## config.mk

```make
export PLATFORM = sky130hd
export DESIGN_NAME = alu_issue_stage_flat
export DESIGN_NICKNAME = d
export VERILOG_FILES = /design/src/rtl/alu_issue_stage_if.sv /design/src/rtl/alu_issue_stage.sv /design/src/flat_wrapper.sv
export SDC_FILE = /design/constraint.sdc
export NUM_CORES = 1
export LEC_CHECK = 0
export CAP_MARGIN = 15
export CORE_ASPECT_RATIO = 0.6
export CORE_MARGIN = 1.5
export CORE_UTILIZATION = 50
export CTS_BUF_LIST = sky130_fd_sc_hd__clkbuf_2 sky130_fd_sc_hd__clkbuf_4 sky130_fd_sc_hd__clkbuf_8
export CTS_CLUSTER_SIZE = 20
export DETAILED_ROUTE_END_ITERATION = 10
export PLACE_DENSITY = 0.71
export SLEW_MARGIN = 15
export SYNTH_ARGS = -nofsm -noshare
export SYNTH_HDL_FRONTEND = slang
export SYNTH_SLANG_ARGS = --single-unit
```

## constraint.sdc

```tcl
create_clock -name clk -period 1.5 [get_ports clk]
set_input_delay 0.3 -clock clk [delete_from_list [all_inputs] [get_ports clk]]
set_output_delay 0.3 -clock clk [all_outputs]
set_load 0.02 [all_outputs]
```

## src/rtl/alu_issue_stage_if.sv

```systemverilog
// rtl/alu_issue_stage_if.sv - issue-stage bus: decode input, writeback and ALU output handshakes
interface alu_issue_stage_if #(
  parameter int DATA_W = 8,
  parameter int REG_AW = 3,
  parameter int OP_W   = 3
) ();

  // Upstream decode side
  logic              in_valid;
  logic              in_ready;
  logic [OP_W-1:0]   in_opcode;
  logic [REG_AW-1:0] in_rs_a;
  logic [REG_AW-1:0] in_rs_b;
  logic              in_use_imm;
  logic [DATA_W-1:0] in_imm;

  // Writeback from the downstream stage
  logic              wb_en;
  logic [REG_AW-1:0] wb_addr;
  logic [DATA_W-1:0] wb_data;

  // ALU-facing side
  logic              out_valid;
  logic              out_ready;
  logic [DATA_W-1:0] alu_input_a;
  logic [DATA_W-1:0] alu_input_b;
  logic [OP_W-1:0]   alu_opcode;

  // Stage side: consumes instructions and writeback, produces ALU inputs
  modport slave (
    input  in_valid, in_opcode, in_rs_a, in_rs_b, in_use_imm, in_imm,
    output in_ready,
    input  wb_en, wb_addr, wb_data,
    output out_valid, alu_input_a, alu_input_b, alu_opcode,
    input  out_ready
  );

  // Environment side: decode, writeback and ALU sink
  modport master (
    output in_valid, in_opcode, in_rs_a, in_rs_b, in_use_imm, in_imm,
    input  in_ready,
    output wb_en, wb_addr, wb_data,
    input  out_valid, alu_input_a, alu_input_b, alu_opcode,
    output out_ready
  );

endinterface

```

## src/rtl/alu_issue_stage.sv

```systemverilog
// rtl/alu_issue_stage.sv - operand fetch/issue stage with register file and two-entry elastic buffer (optional OPERAND_BYPASS_EN)
module alu_issue_stage #(
  parameter int DATA_W   = 8,
  parameter int NUM_REGS = 8,
  parameter int REG_AW   = 3,
  parameter int OP_W     = 3
) (
  input  logic                clk,
  input  logic                rst_n,
  alu_issue_stage_if.slave    bus
);

  typedef enum logic [1:0] {
    S_EMPTY = 2'd0,
    S_ONE   = 2'd1,
    S_FULL  = 2'd2
  } state_t;

  state_t            state_q;
  logic [DATA_W-1:0] rf_q [NUM_REGS];

  logic [DATA_W-1:0] out_a_q;
  logic [DATA_W-1:0] out_b_q;
  logic [OP_W-1:0]   out_op_q;
  logic [DATA_W-1:0] skid_a_q;
  logic [DATA_W-1:0] skid_b_q;
  logic [OP_W-1:0]   skid_op_q;

  logic              in_fire;
  logic              out_fire;
  logic [DATA_W-1:0] opnd_a_d;
  logic [DATA_W-1:0] opnd_b_d;

  // Ready comes only from registered state; held low while in reset
  assign bus.in_ready    = rst_n && (state_q != S_FULL);
  assign bus.out_valid   = (state_q != S_EMPTY);
  assign bus.alu_input_a = out_a_q;
  assign bus.alu_input_b = out_b_q;
  assign bus.alu_opcode  = out_op_q;

  assign in_fire  = bus.in_valid & bus.in_ready;
  assign out_fire = bus.out_valid & bus.out_ready;

  // Operand selection: register read, optional same-cycle writeback forwarding, immediate for B
  always_comb begin
    opnd_a_d = rf_q[bus.in_rs_a];
    opnd_b_d = rf_q[bus.in_rs_b];
`ifdef OPERAND_BYPASS_EN
    if (bus.wb_en && (bus.wb_addr == bus.in_rs_a)) begin
      opnd_a_d = bus.wb_data;
    end
    if (bus.wb_en && (bus.wb_addr == bus.in_rs_b)) begin
      opnd_b_d = bus.wb_data;
    end
`endif
    if (bus.in_use_imm) begin
      opnd_b_d = bus.in_imm;
    end
  end

  // Architectural register file, written by the downstream writeback port
  always_ff @(posedge clk or negedge rst_n) begin
    if (!rst_n) begin
      for (int i = 0; i < NUM_REGS; i++) begin
        rf_q[i] <= '0;
      end
    end else if (bus.wb_en) begin
      rf_q[bus.wb_addr] <= bus.wb_data;
    end
  end

  // Elastic buffer FSM: OUT drives the ALU, SKID absorbs one entry under backpressure
  always_ff @(posedge clk or negedge rst_n) begin
    if (!rst_n) begin
      state_q   <= S_EMPTY;
      out_a_q   <= '0;
      out_b_q   <= '0;
      out_op_q  <= '0;
      skid_a_q  <= '0;
      skid_b_q  <= '0;
      skid_op_q <= '0;
    end else begin
      case (state_q)
        S_EMPTY: begin
          if (in_fire) begin
            out_a_q  <= opnd_a_d;
            out_b_q  <= opnd_b_d;
            out_op_q <= bus.in_opcode;
            state_q  <= S_ONE;
          end
        end
        S_ONE: begin
          if (in_fire && out_fire) begin
            out_a_q  <= opnd_a_d;
            out_b_q  <= opnd_b_d;
            out_op_q <= bus.in_opcode;
          end else if (in_fire) begin
            skid_a_q  <= opnd_a_d;
            skid_b_q  <= opnd_b_d;
            skid_op_q <= bus.in_opcode;
            state_q   <= S_FULL;
          end else if (out_fire) begin
            state_q <= S_EMPTY;
          end
        end
        S_FULL: begin
          if (out_fire) begin
            out_a_q  <= skid_a_q;
            out_b_q  <= skid_b_q;
            out_op_q <= skid_op_q;
            state_q  <= S_ONE;
          end
        end
        default: state_q <= S_EMPTY;
      endcase
    end
  end

endmodule

```

## src/flat_wrapper.sv

```systemverilog
// flat-port wrapper written by rule: the top's interface ports become plain ports
module alu_issue_stage_flat 
#(
  parameter int DATA_W   = 8,
  parameter int NUM_REGS = 8,
  parameter int REG_AW   = 3,
  parameter int OP_W     = 3
)
  (clk, rst_n, bus_in_valid, bus_in_opcode, bus_in_rs_a, bus_in_rs_b, bus_in_use_imm, bus_in_imm, bus_in_ready, bus_wb_en, bus_wb_addr, bus_wb_data, bus_out_valid, bus_alu_input_a, bus_alu_input_b, bus_alu_opcode, bus_out_ready);
  alu_issue_stage_if #(.DATA_W(DATA_W), .REG_AW(REG_AW), .OP_W(OP_W)) bus_i ();
  input  logic clk;
  input  logic rst_n;
  input wire logic [$bits(bus_i.in_valid)-1:0] bus_in_valid;
  input wire logic [$bits(bus_i.in_opcode)-1:0] bus_in_opcode;
  input wire logic [$bits(bus_i.in_rs_a)-1:0] bus_in_rs_a;
  input wire logic [$bits(bus_i.in_rs_b)-1:0] bus_in_rs_b;
  input wire logic [$bits(bus_i.in_use_imm)-1:0] bus_in_use_imm;
  input wire logic [$bits(bus_i.in_imm)-1:0] bus_in_imm;
  output wire logic [$bits(bus_i.in_ready)-1:0] bus_in_ready;
  input wire logic [$bits(bus_i.wb_en)-1:0] bus_wb_en;
  input wire logic [$bits(bus_i.wb_addr)-1:0] bus_wb_addr;
  input wire logic [$bits(bus_i.wb_data)-1:0] bus_wb_data;
  output wire logic [$bits(bus_i.out_valid)-1:0] bus_out_valid;
  output wire logic [$bits(bus_i.alu_input_a)-1:0] bus_alu_input_a;
  output wire logic [$bits(bus_i.alu_input_b)-1:0] bus_alu_input_b;
  output wire logic [$bits(bus_i.alu_opcode)-1:0] bus_alu_opcode;
  input wire logic [$bits(bus_i.out_ready)-1:0] bus_out_ready;
  assign bus_i.in_valid = bus_in_valid;
  assign bus_i.in_opcode = bus_in_opcode;
  assign bus_i.in_rs_a = bus_in_rs_a;
  assign bus_i.in_rs_b = bus_in_rs_b;
  assign bus_i.in_use_imm = bus_in_use_imm;
  assign bus_i.in_imm = bus_in_imm;
  assign bus_in_ready = bus_i.in_ready;
  assign bus_i.wb_en = bus_wb_en;
  assign bus_i.wb_addr = bus_wb_addr;
  assign bus_i.wb_data = bus_wb_data;
  assign bus_out_valid = bus_i.out_valid;
  assign bus_alu_input_a = bus_i.alu_input_a;
  assign bus_alu_input_b = bus_i.alu_input_b;
  assign bus_alu_opcode = bus_i.alu_opcode;
  assign bus_i.out_ready = bus_out_ready;
  alu_issue_stage #(.DATA_W(DATA_W), .NUM_REGS(NUM_REGS), .REG_AW(REG_AW), .OP_W(OP_W)) u_core (.clk(clk), .rst_n(rst_n), .bus(bus_i));
endmodule
```

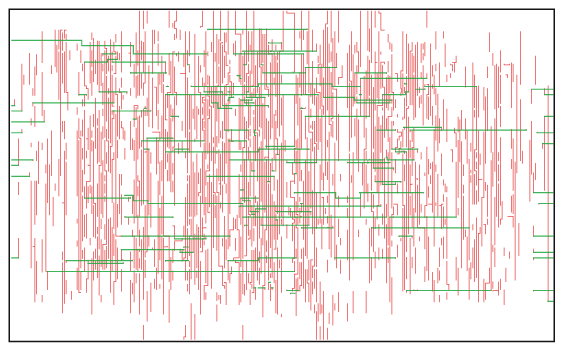
**Above:** run 1 (metal layers overlaid).
(4 px per um) Two of the layers only.
Key: met3 = green [wire length 1180 um]; met2 = red [wire length 8250 um]

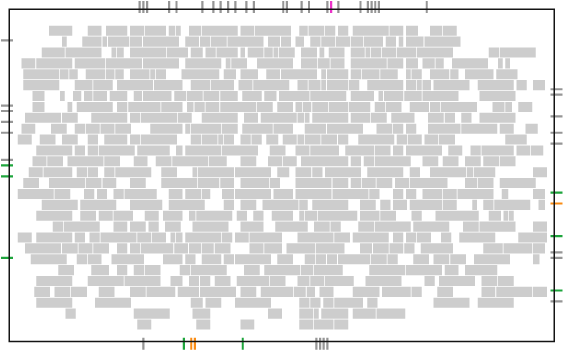
**Above:** run 1 (pin placement).
(4 px per um) Pins as bars across the die edge, other pins in gray.
Key: bus_in_rs_b = orange [pins 3, direction input, edge 2 bottom, 1 right]; bus_wb_data = green [pins 8, direction input, edge 3 right, 3 left, 2 bottom]; bus_out_ready = magenta [pins 1, direction input, edge top]
All pins by edge: 25 top, 12 right, 9 left, 9 bottom.

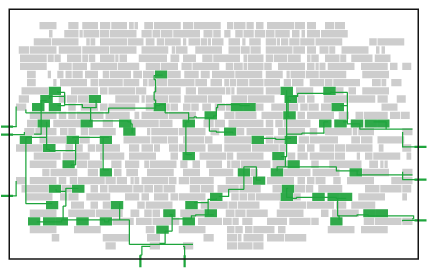
**Above:** run 1 (I/O nets highlighted).
(3 px per um)
Key: bus_wb_data = green [direction input, end cells 64, buffers 8, wire 740 um]

==> job_summary.md, run 1 <==
### Flow metrics

| Metric | Value |
|---|---|
| Fraction of synthesis flops using an asynchronous set or reset pin | `100%` |
| Register clock-pin slew on the reported worst setup and hold paths | `0.11 ns` |
| Unrepaired setup endpoints after global routing | `true` |
| Floorplan Utilization | `52.5%` |
| Number of violations reported at the end of detailed-routing iteration 0 | `415` |
| Combinational Area | `2950 um^2` |
| HPWL after detailed placement | `9.87 mm` |
| Total of buffers placed on input and output ports | `54` |
| Count of endpoints failing setup in the final report | `41` |
| Violations in the final reports | `negative setup slack` |
| Top cells, area | `sky130_fd_sc_hd__dfrtp_1 (49%), sky130_fd_sc_hd__mux2_2 (15%), sky130_fd_sc_hd__mux2i_1 (7.8%)` |
| IO Pins | `55` |
| Routability cong. | `0.824` |
| Total inserted antenna cells | `0` |
| Post-route setup slack | `-0.200 ns` |
| Cell count after synthesis | `411` |
| Status | `finished, violations left` |
| EDFF count, synth | `0` |
| Cell at the root of the clock tree | `sky130_fd_sc_hd__clkbuf_8` |
| Most instantiated logic cell after routing | `sky130_fd_sc_hd__dfrtp_1` |
| Classification of the worst-slack hold path | `in2async` |
-- run 1: logic make-up (layout without fill, tap and decap cells) --
group                  after synthesis  count (layout)  synth area share, %
and+or+nand+nor                     82              82                 8.88
muxes                              132             132                 31.1
DFF                                104             104                 49.1
buffers and inverters               31             169                 2.91
AOI/OAI and AO/OA                   62              62                 7.92
-- run 1: power by group through the flow --
stage	Sequential [uW]	Clock, uW	Combinational (uW)
after CTS	4150	1810	3210
final	4310	1820	3660
after detailed placement	4190	0	2980
after global placement	4150	0	2880
after global routing	4370	1950	3870
after floorplan	4290	0	1490
-- run 1: cell type report --
cell class	count	share of cell area [%]
repair buffers	152	21.3
inverters	1	0.0498
flip-flops and latches	104	34.5
well taps	135	2.24
clock buffers	10	1.74
multi-input cells	276	39.2
clock inverters	6	0.896
-- run 1: through the flow --
stage               worst slack (ns)  utilization (%)  hold slack [ns]  area, um^2
global placement              -0.744             65.2            0.218        6580
floorplan                     -0.132                -          0.00441        5340
CTS                           -0.162             71.6            0.432        7220
finish                        -0.200             74.7            0.456        7540
global route                  -0.239             74.7            0.470        7540
detailed placement            -0.793             65.2            0.222        6580
-- run 1: worst max-delay path by stage --
stage                                       start                               endpoint  slack (ns)  cells after the start
floorplan                          bus_in_rs_a[0]  u_core.bus.alu_input_a[6]$_DFFE_PN0P_       -0.13                      6
CTS                 u_core.state_q[0]$_DFFE_PN0P_  u_core.bus.alu_input_b[3]$_DFFE_PN0P_       -0.16                      5
finish              u_core.state_q[1]$_DFFE_PN0P_         u_core.skid_b_q[3]$_DFFE_PN0P_       -0.20                      7
global placement                   bus_in_rs_a[0]  u_core.bus.alu_input_a[3]$_DFFE_PN0P_       -0.74                      6
detailed placement                 bus_in_rs_b[1]  u_core.bus.alu_input_b[2]$_DFFE_PN0P_       -0.79                      5
global route        u_core.state_q[1]$_DFFE_PN0P_         u_core.skid_b_q[1]$_DFFE_PN0P_       -0.24                      7
-- run 1: sequential cells by signal, summed over array words and instances, names as in the netlist --
signal                  cells
u_core.skid_op_q            3
u_core.bus.alu_input_b      8
u_core.rf_q                64
u_core.bus.alu_opcode       3
u_core.bus.alu_input_a      8
u_core.skid_a_q             8
u_core.skid_b_q             8
u_core.state_q              2
-- run 1: metal layers --
layer	global-route usage (%)	wire, um
met1	42.9	7520
met3	7.51	1180
met4	9.15	523
met5	0	0
met2	47.2	8250
-- run 1: worst max-delay path, stage by stage (launching register included) --
cell and delay, ns:
sky130_fd_sc_hd__dfrtp_2 0.47, sky130_fd_sc_hd__nand3b_1 0.25, sky130_fd_sc_hd__buf_4 0.19, sky130_fd_sc_hd__nor2b_4 0.18, sky130_fd_sc_hd__clkbuf_16 0.19, sky130_fd_sc_hd__buf_12 0.14
sky130_fd_sc_hd__nor2_4 0.04, sky130_fd_sc_hd__a31oi_4 0.15
-- run 1: what timing repair did --
item                                   in CTS  in global routing
buffers inserted                           17                  6
pin swaps                                   9                  6
hold buffers                                1                  0
setup endpoints to repair                  59                 42
gates cloned                                5                  1
endpoints found under the hold margin      27                  0
resized                                   100                 63
==> run 1 -> run 2 <==
--- a/config.mk
+++ b/config.mk
@@ -13,7 +13,7 @@
 export CTS_CLUSTER_SIZE = 20
 export DETAILED_ROUTE_END_ITERATION = 10
 export PLACE_DENSITY = 0.71
-export SLEW_MARGIN = 15
+export SLEW_MARGIN = 5
 export SYNTH_ARGS = -nofsm -noshare
 export SYNTH_HDL_FRONTEND = slang
 export SYNTH_SLANG_ARGS = --single-unit
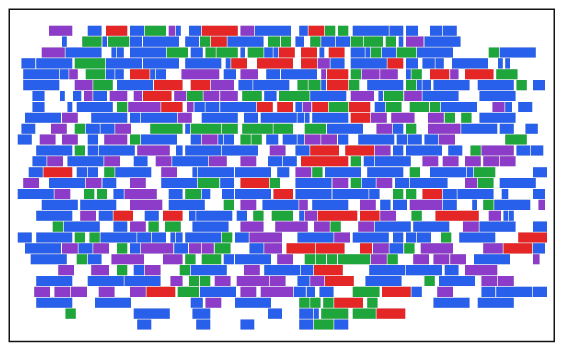
**Above:** run 2 (drive-strength map).
(4 px per um)
Key: drive 1 or less = blue [cells 270, share 49%, most used dfrtp_1]; drive 2 = purple [cells 123, share 22%, most used mux2_2]; drive 3 to 4 = green [cells 108, share 20%, most used buf_4]; drive 6 and up = red [cells 48, share 8.7%, most used buf_12]

==> run 2 against run 1 <==
The flow still finishes with violations (negative setup slack). Worst hold slack is the same. Global-route usage unchanged. Clock skew stayed put. Cell count did not move. Total power stayed put. Critical path type unchanged.
==> job_summary.md, run 2 <==
### Flow metrics

| Metric | Value |
|---|---|
| Routability cong. | `0.824 (unchanged)` |
| Comb area leader | `multiplexers (unchanged)` |
| Critical path's top delay family | `buffers and inverters (unchanged)` |
| Total of buffers placed on input and output ports | `54 (unchanged)` |
| Top cells, area | `sky130_fd_sc_hd__dfrtp_1 (49%), sky130_fd_sc_hd__mux2_2 (15%), sky130_fd_sc_hd__mux2i_1 (7.8%) (unchanged)` |
| Number of flip-flops in the largest register | `64 (unchanged)` |
| Register name with the most flops | `u_core.rf_q (unchanged)` |
| Portion of the post-synthesis area used by sequential elements | `49.1% (unchanged)` |
| Classification of the worst-slack hold path | `in2async (unchanged)` |
| Share of synthesized cell area in and, or, nand and nor gates | `8.88% (unchanged)` |
| Combinational Area | `2950 um^2 (unchanged)` |
| Adder Share, Synth | `0% (unchanged)` |
| Setup Slack @ Placement | `-0.793 ns (unchanged)` |
| Total of flip-flops plus latches after synthesis | `104 (unchanged)` |
| Most instantiated logic cell after routing | `sky130_fd_sc_hd__dfrtp_1 (unchanged)` |
| Status | `finished, violations left (unchanged)` |
| Main flop type | `sky130_fd_sc_hd__dfrtp_1 (unchanged)` |
| Synth Area in XOR/XNOR | `0% (unchanged)` |
| Number of violations reported at the end of detailed-routing iteration 0 | `415 (unchanged)` |
| Cell count after synthesis | `411 (unchanged)` |
| Fraction of synthesis flops using an asynchronous set or reset pin | `100% (unchanged)` |
| HPWL after detailed placement | `9.87 mm (unchanged)` |
| Register clock-pin slew on the reported worst setup and hold paths | `0.11 ns (about the same)` |
| Post-detailed-placement cell area | `6580 um^2 (unchanged)` |
| Count of endpoints failing setup in the final report | `41 (unchanged)` |
| IO Pins | `55 (unchanged)` |
| Final Instance Area | `7540 um^2 (unchanged)` |
| Violations in the final reports | `negative setup slack (unchanged)` |
| Post-synthesis mux area share | `31.1% (unchanged)` |
| Share of synthesized cell area in and-or and or-and compound cells | `7.92% (unchanged)` |
| Vias | `4357 (unchanged)` |
| EDFF count, synth | `0 (unchanged)` |
| Crit-path max cell delay | `0.47 ns (about the same)` |
| Yosys warnings | `0 (unchanged)` |
| CP Buf/Inv Count | `3 (unchanged)` |
| Ordered list of cells on the worst path | `nand3b_1 > buf_4 > nor2b_4 > clkbuf_16 > buf_12 > nor2_4 > a31oi_4 (unchanged)` |
| Slowest cell on the critical path | `sky130_fd_sc_hd__dfrtp_2 (unchanged)` |
| Peak Freq | `588 MHz (unchanged)` |
| Post-route setup slack | `-0.200 ns (unchanged)` |
-- run 2: kinds of logic (layout without fill, tap and decap cells) --
kind of cell | Yosys count | after routing
simple gates | 82 | 82
flops | 104 | 104
buf+inv | 31 | 169
compound gates | 62 | 62
mux | 132 | 132
-- run 2: stage by stage --
step,setup TNS [ns],utilization [%],cells,hold slack [ns],total power (uW)
after floorplan,-1.41,-,411,0.00441,5780
after global placement,-35.79,65.2,641,0.218,7030
after detailed placement,-40.77,65.2,641,0.222,7170
after CTS,-3.90,71.6,679,0.432,9170
after global routing,-7.33,74.7,684,0.470,10200
final,-5.40,74.7,684,0.456,9790
-- run 2: area by class of cell --
| type | instances | area share, % |
|---|---|---|
| clock buffer | 10 | 1.74 |
| sequential | 104 | 34.5 |
| clock inverter | 6 | 0.896 |
| multi-input combinational | 276 | 39.2 |
| inverter | 1 | 0.0498 |
| tap | 135 | 2.24 |
| timing repair buffer | 152 | 21.3 |
-- run 2: repair_timing --
| item | CTS | global route |
|---|---|---|
| pin swaps | 9 | 6 |
| hold buffers | 1 | 0 |
| gates cloned | 5 | 1 |
| gates resized | 100 | 63 |
| hold endpoints to repair | 27 | 0 |
| endpoints found under the setup margin | 59 | 42 |
| buffers inserted | 17 | 6 |
-- run 2: report_power, final --
part / internal (uW) / total [uW] / switching, uW
Combinational: 2030 / 3660 / 1630
Clock: 797 / 1820 / 1020
Sequential: 3620 / 4310 / 691
-- run 2: path summary, 6_finish.rpt --
| kind | from | end | slack (ns) | depth (start not counted) |
|---|---|---|---|---|
| min reg2reg | u_core.skid_a_q[2]$_DFFE_PN0P_ | u_core.skid_a_q[2]$_DFFE_PN0P_ | 0.53 | 2 |
| min | rst_n | u_core.state_q[0]$_DFFE_PN0P_ | 0.46 | 3 |
| max in group asynchronous | rst_n | u_core.state_q[1]$_DFFE_PN0P_ | 0.16 | 4 |
| max reg2reg | u_core.state_q[1]$_DFFE_PN0P_ | u_core.skid_b_q[3]$_DFFE_PN0P_ | -0.20 | 7 |
| min in group clk | bus_in_opcode[1] | u_core.bus.alu_opcode[1]$_DFFE_PN0P_ | 0.52 | 3 |
| max | u_core.state_q[1]$_DFFE_PN0P_ | u_core.skid_b_q[3]$_DFFE_PN0P_ | -0.20 | 7 |
-- run 2: routing by layer --
layer,wire [um],vias up,GRT usage [%]
li1,-,1825,-
met1,7520,2275,42.9
met2,8250,211,47.2
met3,1180,46,7.51
met4,523,0,9.15
met5,0,-,0
-- run 2: worst reg2reg max path: cells and delay by family, from the launching register on --
family          cells  cell delay [ns]
flops               1             0.47
buf+inv             3             0.53
simple gates        3             0.48
compound gates      1             0.15
Power figures rest on the tool's default switching activity, not on a simulated workload.
